**Routed metal, one colour a layer**

Scale bar: 20 um.
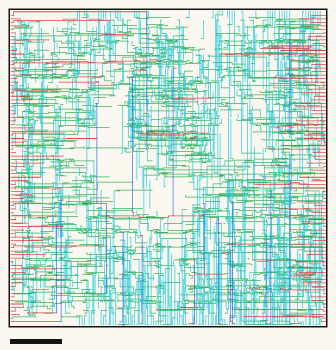
**Supply network**

Scale bar: 20 um. Pins as bars on the die edge.
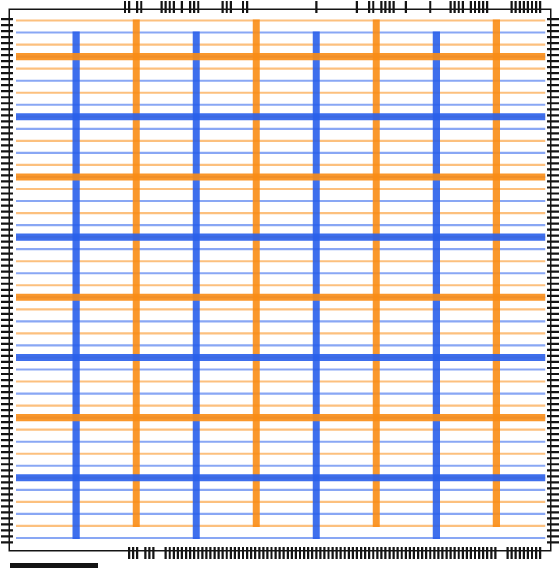
**Routed clock nets over the placement**

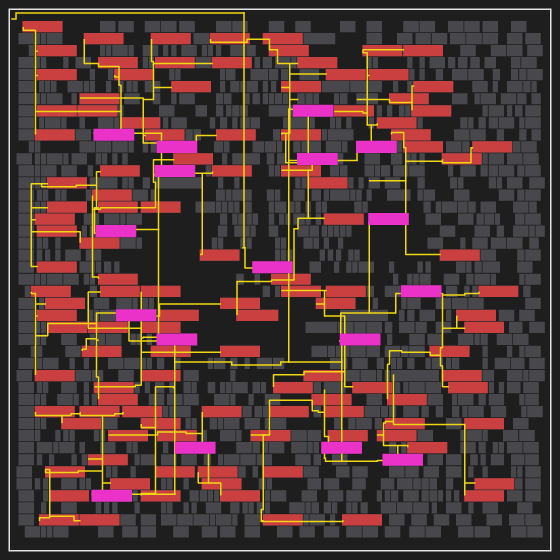
**Cell classes on the final placement**

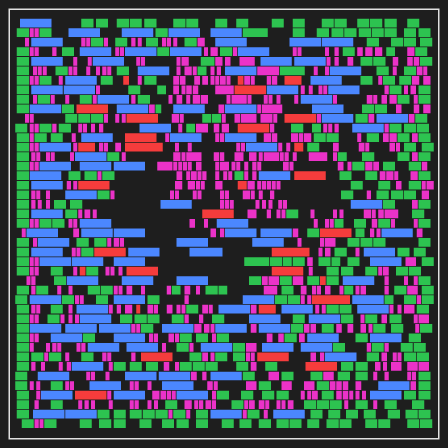
**Routing congestion**

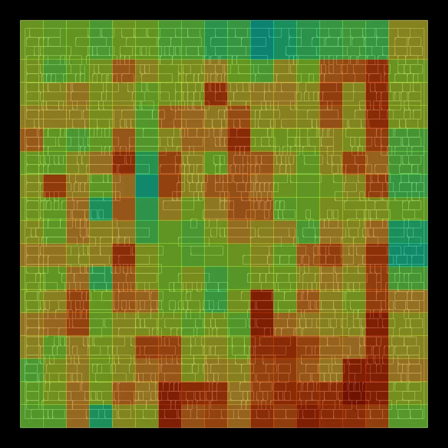
File: src/rtl/apb_periph_fabric_pkg.sv
// Shared types and constants for the LINT-to-APB peripheral fabric.
// Holds the bridge FSM encoding, the unmapped-access read pattern and a clog2 helper.
package apb_periph_fabric_pkg;

   typedef enum logic [1:0] {
      ST_IDLE   = 2'd0,
      ST_SETUP  = 2'd1,
      ST_ACCESS = 2'd2,
      ST_RESP   = 2'd3
   } fab_state_e;

   localparam logic [31:0] ERR_RDATA = 32'hBADA_CCE5;

   // Ceiling log2, never below 1 so single-slave builds still get a 1-bit index.
   function automatic int clog2_min1(input int n);
      int r;
      r = 1;
      for (int i = 1; i < 31; i++) begin
         if ((32'sd1 << i) < n) begin
            r = i + 1;
         end else begin
            r = r;
         end
      end
      return r;
   endfunction

endpackage

File: src/rtl/apb_addr_decoder.sv
// Combinational address decoder: checks the fabric base region and extracts the slave index.
module apb_addr_decoder #(
   parameter int                    NUM_SLAVES      = 4,
   parameter int                    ADDR_WIDTH      = 32,
   parameter int                    SLAVE_ADDR_BITS = 12,
   parameter logic [ADDR_WIDTH-1:0] BASE_ADDR       = 32'h1A10_0000,
   parameter int                    IDXW            = 2
) (
   input  logic [ADDR_WIDTH-1:0] addr,
   output logic                  hit,
   output logic [IDXW-1:0]       index
);

   localparam int              HI_BIT  = SLAVE_ADDR_BITS + IDXW;
   localparam logic [IDXW:0]   NUM_S_L = (IDXW + 1)'(NUM_SLAVES);

   // Region match on the bits above the index field, then range-check the index.
   always_comb begin
      index = addr[SLAVE_ADDR_BITS +: IDXW];
      hit   = ((addr >> HI_BIT) == (BASE_ADDR >> HI_BIT)) && ({1'b0, index} < NUM_S_L);
   end

endmodule

File: src/rtl/apb_periph_fabric.sv
// LINT request port bridged to NUM_SLAVES APB slaves with address decode,
// ACCESS-phase timeout and a fixed error response for unmapped addresses.
module apb_periph_fabric
   import apb_periph_fabric_pkg::*;
#(
   parameter int                    NUM_SLAVES      = 4,
   parameter int                    ADDR_WIDTH      = 32,
   parameter int                    DATA_WIDTH      = 32,
   parameter int                    SLAVE_ADDR_BITS = 12,
   parameter logic [ADDR_WIDTH-1:0] BASE_ADDR       = 32'h1A10_0000,
   parameter int                    TIMEOUT_CYCLES  = 255,
   localparam int                   BE_WIDTH        = DATA_WIDTH / 8
) (
   input  logic                             clk,
   input  logic                             rst_n,
   input  logic                             peri_req,
   input  logic [ADDR_WIDTH-1:0]            peri_addr,
   input  logic                             peri_write,
   input  logic [BE_WIDTH-1:0]              peri_be,
   input  logic [DATA_WIDTH-1:0]            peri_wdata,
   output logic                             peri_gnt,
   output logic                             peri_rvalid,
   output logic [DATA_WIDTH-1:0]            peri_rdata,
   output logic                             peri_err,
   output logic [ADDR_WIDTH-1:0]            apb_paddr,
   output logic [DATA_WIDTH-1:0]            apb_pwdata,
   output logic                             apb_pwrite,
   output logic [BE_WIDTH-1:0]              apb_pstrb,
   output logic                             apb_penable,
   output logic [NUM_SLAVES-1:0]            apb_psel,
   input  logic [NUM_SLAVES-1:0]            apb_pready,
   input  logic [NUM_SLAVES-1:0]            apb_pslverr,
   input  logic [NUM_SLAVES*DATA_WIDTH-1:0] apb_prdata
);

   localparam int                    IDXW       = clog2_min1(NUM_SLAVES);
   localparam int                    CNT_W      = clog2_min1(TIMEOUT_CYCLES + 1) + 1;
   localparam logic [DATA_WIDTH-1:0] ERR_DATA_L = DATA_WIDTH'(ERR_RDATA);

   fab_state_e                state_r, next_s;
   logic                      dec_hit_s;
   logic [IDXW-1:0]           dec_idx_s;
   logic [IDXW-1:0]           index_r;
   logic [ADDR_WIDTH-1:0]     addr_r;
   logic [DATA_WIDTH-1:0]     wdata_r;
   logic [BE_WIDTH-1:0]       pstrb_r;
   logic                      pwrite_r;
   logic [CNT_W-1:0]          cnt_r, cnt_nx_s, cnt_inc_s;
   logic                      timeout_s;
   logic                      latch_s;
   logic [NUM_SLAVES-1:0]     psel_r, psel_nx_s;
   logic                      penable_r, penable_nx_s;
   logic                      rvalid_r, rvalid_nx_s;
   logic                      err_r, err_nx_s;
   logic [DATA_WIDTH-1:0]     rdata_r, rdata_nx_s;
   logic                      sel_ready_s, sel_err_s;
   logic [DATA_WIDTH-1:0]     sel_rdata_s;

   apb_addr_decoder #(
      .NUM_SLAVES      (NUM_SLAVES),
      .ADDR_WIDTH      (ADDR_WIDTH),
      .SLAVE_ADDR_BITS (SLAVE_ADDR_BITS),
      .BASE_ADDR       (BASE_ADDR),
      .IDXW            (IDXW)
   ) u_dec (
      .addr  (peri_addr),
      .hit   (dec_hit_s),
      .index (dec_idx_s)
   );

   // Response mux: only the slave matching the latched index is ever observed.
   always_comb begin
      sel_ready_s = 1'b0;
      sel_err_s   = 1'b0;
      sel_rdata_s = {DATA_WIDTH{1'b0}};
      for (int i = 0; i < NUM_SLAVES; i++) begin
         if (index_r == IDXW'(i)) begin
            sel_ready_s = apb_pready[i];
            sel_err_s   = apb_pslverr[i];
            sel_rdata_s = apb_prdata[i*DATA_WIDTH +: DATA_WIDTH];
         end else begin
            sel_ready_s = sel_ready_s;
         end
      end
   end

   assign cnt_inc_s = cnt_r + CNT_W'(1);
   assign timeout_s = (TIMEOUT_CYCLES != 0) && (cnt_inc_s == CNT_W'(TIMEOUT_CYCLES));
   assign peri_gnt  = (state_r == ST_IDLE) && peri_req;

   // Next-state and next-output logic; outputs are registered one cycle ahead.
   always_comb begin
      next_s       = state_r;
      psel_nx_s    = psel_r;
      penable_nx_s = 1'b0;
      rvalid_nx_s  = 1'b0;
      err_nx_s     = 1'b0;
      rdata_nx_s   = {DATA_WIDTH{1'b0}};
      cnt_nx_s     = cnt_r;
      latch_s      = 1'b0;
      case (state_r)
         ST_IDLE: begin
            psel_nx_s = {NUM_SLAVES{1'b0}};
            if (peri_req) begin
               latch_s  = 1'b1;
               cnt_nx_s = {CNT_W{1'b0}};
               if (dec_hit_s) begin
                  next_s    = ST_SETUP;
                  psel_nx_s = NUM_SLAVES'(1'b1) << dec_idx_s;
               end else begin
                  next_s      = ST_RESP;
                  rvalid_nx_s = 1'b1;
                  err_nx_s    = 1'b1;
                  rdata_nx_s  = ERR_DATA_L;
               end
            end else begin
               next_s = ST_IDLE;
            end
         end
         ST_SETUP: begin
            next_s       = ST_ACCESS;
            penable_nx_s = 1'b1;
         end
         ST_ACCESS: begin
            if (sel_ready_s) begin
               next_s      = ST_RESP;
               psel_nx_s   = {NUM_SLAVES{1'b0}};
               rvalid_nx_s = 1'b1;
               err_nx_s    = sel_err_s;
               rdata_nx_s  = (!pwrite_r && !sel_err_s) ? sel_rdata_s : {DATA_WIDTH{1'b0}};
            end else if (timeout_s) begin
               next_s      = ST_RESP;
               psel_nx_s   = {NUM_SLAVES{1'b0}};
               rvalid_nx_s = 1'b1;
               err_nx_s    = 1'b1;
            end else begin
               penable_nx_s = 1'b1;
               cnt_nx_s     = cnt_inc_s;
            end
         end
         ST_RESP: begin
            next_s    = ST_IDLE;
            psel_nx_s = {NUM_SLAVES{1'b0}};
         end
         default: begin
            next_s    = ST_IDLE;
            psel_nx_s = {NUM_SLAVES{1'b0}};
         end
      endcase
   end

   // FSM state, timeout counter and registered response/APB control outputs.
   always_ff @(posedge clk or negedge rst_n) begin
      if (!rst_n) begin
         state_r   <= ST_IDLE;
         cnt_r     <= {CNT_W{1'b0}};
         psel_r    <= {NUM_SLAVES{1'b0}};
         penable_r <= 1'b0;
         rvalid_r  <= 1'b0;
         err_r     <= 1'b0;
         rdata_r   <= {DATA_WIDTH{1'b0}};
      end else begin
         state_r   <= next_s;
         cnt_r     <= cnt_nx_s;
         psel_r    <= psel_nx_s;
         penable_r <= penable_nx_s;
         rvalid_r  <= rvalid_nx_s;
         err_r     <= err_nx_s;
         rdata_r   <= rdata_nx_s;
      end
   end

   // Request capture on grant; strobes are forced to zero for reads.
   always_ff @(posedge clk or negedge rst_n) begin
      if (!rst_n) begin
         addr_r   <= {ADDR_WIDTH{1'b0}};
         wdata_r  <= {DATA_WIDTH{1'b0}};
         pstrb_r  <= {BE_WIDTH{1'b0}};
         pwrite_r <= 1'b0;
         index_r  <= {IDXW{1'b0}};
      end else if (latch_s) begin
         addr_r   <= peri_addr;
         wdata_r  <= peri_wdata;
         pstrb_r  <= peri_write ? peri_be : {BE_WIDTH{1'b0}};
         pwrite_r <= peri_write;
         index_r  <= dec_idx_s;
      end
   end

   assign peri_rvalid = rvalid_r;
   assign peri_err    = err_r;
   assign peri_rdata  = rdata_r;
   assign apb_paddr   = addr_r;
   assign apb_pwdata  = wdata_r;
   assign apb_pwrite  = pwrite_r;
   assign apb_pstrb   = pstrb_r;
   assign apb_penable = penable_r;
   assign apb_psel    = psel_r;

endmodule
File: config.mk
export PLATFORM = sky130hd
export DESIGN_NAME = apb_periph_fabric
export DESIGN_NICKNAME = d
export VERILOG_FILES = /design/src/rtl/apb_periph_fabric_pkg.sv /design/src/rtl/apb_addr_decoder.sv /design/src/rtl/apb_periph_fabric.sv
export SDC_FILE = /design/constraint.sdc
export NUM_CORES = 1
export LEC_CHECK = 0
export ABC_AREA = 1
export CORE_UTILIZATION = 39
export CTS_CLUSTER_SIZE = 40
export DETAILED_ROUTE_END_ITERATION = 12
export PLACE_DENSITY_LB_ADDON = 0.2
export SETUP_SLACK_MARGIN = 0.02
export SLEW_MARGIN = 20
export SYNTH_ARGS = -nofsm -noshare
export SYNTH_HDL_FRONTEND = slang
export SYNTH_SLANG_ARGS = --single-unit
File: constraint.sdc
create_clock -name clk -period 2.4 [get_ports clk]
set_input_delay 0.72 -clock clk [delete_from_list [all_inputs] [get_ports clk]]
set_output_delay 0.72 -clock clk [all_outputs]
set_load 0.02 [all_outputs]
==> run notes <==
Summary of implementation figures.

Final timing
The setup-violating endpoint count in the final report is 0. The max-slew violation count is 0. The final number of hold-violating endpoints is 0. Setup repair after global routing left no endpoint under its margin.

Of the available clock period, the critical path in the final layout requires 95.06%. In this build the clock could be raised as far as roughly 440 MHz. The worst path in the final design needs a cycle of ~2300 ps, including I/O delays and setup.

The slew at the pin with the worst max-slew slack is slightly below 600 ps. The final setup skew is 5.081 ps. The worst pin sits at a relative slew slack of 61.31%. The tightest hold margin is 263.7 ps.

Clock network
The tree is rooted in a clkbuf_16. The CTS H-tree depth is 4. The clock tree from TritonCTS is yes.

The clock network latency to the later pin of the worst-skew pair is 420 ps. The number of clock buffers inserted by TritonCTS is 17. The number of sinks on the clock net is 119. Per the post-CTS timing run, clock transition at the registers of the reported paths is 50 ps. After clock tree synthesis, the flow added hold-fix buffers numbering 0. The clock passes through at most 2 buffers.

Synthesis
The cell count after synthesis is 700. The area figure in the yosys stat output is 5622 um^2. Per the post-synthesis report, the nets total 914. The count of instantiated cells in the yosys netlist is approximately 700. Summing the sequential cell areas from Yosys gives 52.97% of the chip area.

The flip-flop and latch count after synthesis is 119. The mean area per synthesized cell is 8.031 um^2. The netlist area before placement is between 5000 and 6000 um^2.

Worst setup path
The cell at the slowest stage of the critical path is clkdlybuf4s50_1. Looking at the reg2reg group, the worst path ends at peri_rdata[2]. STA classifies the critical path endpoint as an output port. The highest cell delay on the worst timing path is just under 700 ps. The critical path goes through clkdlybuf4s50_1.

The peak fanout along the critical path is 6. The timing report notes that buffer and inverter cells on the critical path total 1. Across all register-to-register paths, the minimum setup slack is 280 ps. For the worst flop-to-flop path, the logic depth is 10.

Data arrives at the worst endpoint at 1560 ps. STA classifies the critical path startpoint as a register. The launch instance of the worst register-to-register path is index_r[0].

The required time at the endpoint of the critical path is 1680 ps.

Die
The die area is 14,900 um^2. In this run the count of I/O pins placed on the die edge is about 320. The initialized floorplan defines 43 standard-cell rows. The core utilization before placement is 40.19%.

Run
Across all stage logs, warnings added up to 30. The run reported a max-capacitance violation count of 0.

Finish
After routing the design area is 9642 um^2. From synthesis to final layout, the design area changed by 71.51%. By instance count after routing, the leading logic cell type is clkdlybuf4s50_1. Per the cell usage report, the commonest logic cells after layout are clkdlybuf4s50_1, nand2_1, dfrtp_1.

Cells with a size suffix above 1 make up 6.990% of the layout.

Power
For this design the total switching power over the nets is 0.004577 W. The static power due to leakage is about 4.5 nW. Cell internal power was estimated by the tool at between 0.006 and 0.007 W. Overall power consumption after layout is estimated at roughly 0.011 W. The part of the total power dissipated in combinational logic is 49.4%.

Detailed routing
The DRC violation count after routing is 0. The script logs the ratio of routed vias to standard cells as between 4 and 5. The length of the first detailed-routing pass in iterations is 5. The detail route stage leaves a number of antenna-violating nets equal to 0.

Placed design
Once placement finished, the instance area stood at 9036 um^2. The final RePlAce weighted congestion is ~0.86. The detailed-placement wirelength estimate is 14,660 um.

Global route
After global routing the overflow that remains totals 0. The via count of the first global-routing pass was about 6,000. The initial antenna violation count is 3.

The first global-routing pass estimated 30,430 um of wire. The pin count of the biggest net entering global routing is 88.

Worst hold path
The worst hold path class is primary input to async pin.

Run status
The run finished with clean final reports.
-- 'routed metal, one colour a layer' (at the start) --
legend:
  red:
    layer: met3
    wire_length: 1,880 um
  cyan:
    layer: met2
    wire_length: 9,550 um
  blue:
    layer: met4
    wire_length: 735 um
  green:
    layer: met1
    wire_length: 7,680 um
via total after detailed routing: 5,907
combined global-route utilization of all metal layers: 27.27%
wire length per cell after detailed routing: 16.36 um
routed wire length: 19,850 um

-- 'supply network' (at the start) --
legend:
  blue:
    net: VSS
  orange:
    net: VDD
rows: 43
met4 straps: 8
met1 rails: 44
signal pins: 317
met5 straps: 8
horizontal die dimension: 122.1 um
y dimension of the die: 122.1 um
worst supply voltage drop on vdd: 0.7541 mV
area of the core: 13,990 um^2

-- 'routed clock nets over the placement' (at the start) --
legend:
  yellow:
    item: clock wires
    length: 1,700 um
  magenta:
    item: cells driving clock nets
    count: 17
  red:
    item: flip-flops
    count: 119
flops lie: widely spread

-- 'cell classes on the final placement' (at the start) --
legend:
  blue:
    class: flip-flops
    cells: 119
  red:
    class: clock drivers and dummy loads
    cells: 30
  magenta:
    class: all other logic
    cells: 545
  green:
    class: other buffers and delay cells
    cells: 336

-- 'routing congestion' (at the start) --
global routing usage on met1: 30.87%
GR met3 Demand/Resource: 9.036%
post-route core utilization: 68.93%
met2 usage: 46.05%
most utilized layer in the global route result: met2

## logic make-up after synthesis
kind of cell	share of synthesized area, %
DFF	52.97
buffers and inverters	5.208
AOI/OAI and AO/OA	12.06
adders and majority gates	1.335
and+or+nand+nor	28.42
## power groups by stage
stage / Sequential (W) / Combinational (W) / Clock (W)
floorplan: 0.00410 / 0.00213 / 0
global placement: 0.00323 / 0.00565 / 0
detailed placement: 0.00322 / 0.00570 / 0
CTS: 0.00323 / 0.00572 / 0.00264
global route: 0.00332 / 0.00620 / 0.00272
finish: 0.00323 / 0.00568 / 0.00259
## registers in the layout, summed over array words and instances, names as in the netlist
| register | cells |
|---|---|
| apb_pwdata | 32 |
| peri_rdata | 32 |
| apb_paddr | 31 |
| cnt_r | 9 |
| apb_psel | 4 |
| apb_pstrb | 4 |
| state_r | 2 |
| apb_penable | 1 |
| apb_pwrite | 1 |
| index_r | 1 |
| peri_err | 1 |
| peri_rvalid | 1 |
## stage by stage
step                      std cells  util, %  setup WS, ps  setup TNS, ps
after CTS                      1210    68.87         45.44              0
after floorplan                 700        -         327.9              0
final                          1213    68.93         118.6              0
after global placement         1180    64.60        -327.3          -3971
after global routing           1213    68.93         56.34              0
after detailed placement       1180    64.60        -353.3          -3999
## cell usage after synthesis
library cell  count  area, um^2
nand2_2           3       18.77
o221ai_2          1       15.01
a221oi_1         15       131.4
nor2_1           55       206.5
inv_2             6       22.52
clkbuf_1         26       97.59
nor4_1            1       6.260
nor3_1            5       25.02
o21ai_1           7       35.03
nor3_4            1       16.27
o22ai_1          14       87.58
nand3_1          14       70.07
o21bai_1          2       15.01
buf_4             3       22.52
nand3_2           2       20.02
buf_2             5       25.02
dfrtp_1         119        2978
ha_1              6       75.07
a21oi_1           8       40.04
o21ai_0          69       345.3
nand4_2           1       12.51
nand4_1          18       112.6
clkbuf_2          1       5.000
inv_1            29       108.9
nand3_4           1       17.52
nand2_4           2       22.52
nand2_1         283        1062
a21oi_2           1       8.760
buf_6             1       11.26
nand3b_1          1       7.510
## per-layer routing
| metal | routed length (um) | GRT usage (%) | vias to the layer above |
|---|---|---|---|
| met3 | 1883 | 9.036 | 42 |
| li1 | - | - | 2921 |
| met4 | 735 | 13.34 | 0 |
| met1 | 7678 | 30.87 | 2677 |
| met2 | 9551 | 46.05 | 267 |
| met5 | 0 | 0 | - |
## how the worst max path moves through the flow
| stage | from | to | slack, ps | cells past startpoint |
|---|---|---|---|---|
| after global routing | index_r[0] | peri_rdata[2] | 60 | 10 |
| after global placement | peri_req | cnt_r[6] | -330 | 7 |
| after CTS | peri_req | peri_gnt | 50 | 4 |
| final | index_r[0] | apb_paddr[12] | 120 | 1 |
| after floorplan | peri_req | peri_gnt | 330 | 3 |
| after detailed placement | peri_req | cnt_r[3] | -350 | 7 |
## final cells by class
class / count / area, um^2
well taps: 180 / 225.2
clock inverters: 9 / 125.1
fillers: 1196 / 4347
multi-input cells: 510 / 2356
clock buffers: 21 / 470.5
repair buffers: 336 / 3347
inverters: 35 / 131.4
flip-flops and latches: 119 / 2979
diodes: 3 / 7.507
## timing repair
action	4_1_cts	5_1_grt
hold endpoints to repair	0	0
endpoints found under the setup margin	2	11
buffers inserted	0	0
gates cloned	0	0
resized	4	4
Power figures rest on the tool's default switching activity, not on a simulated workload.
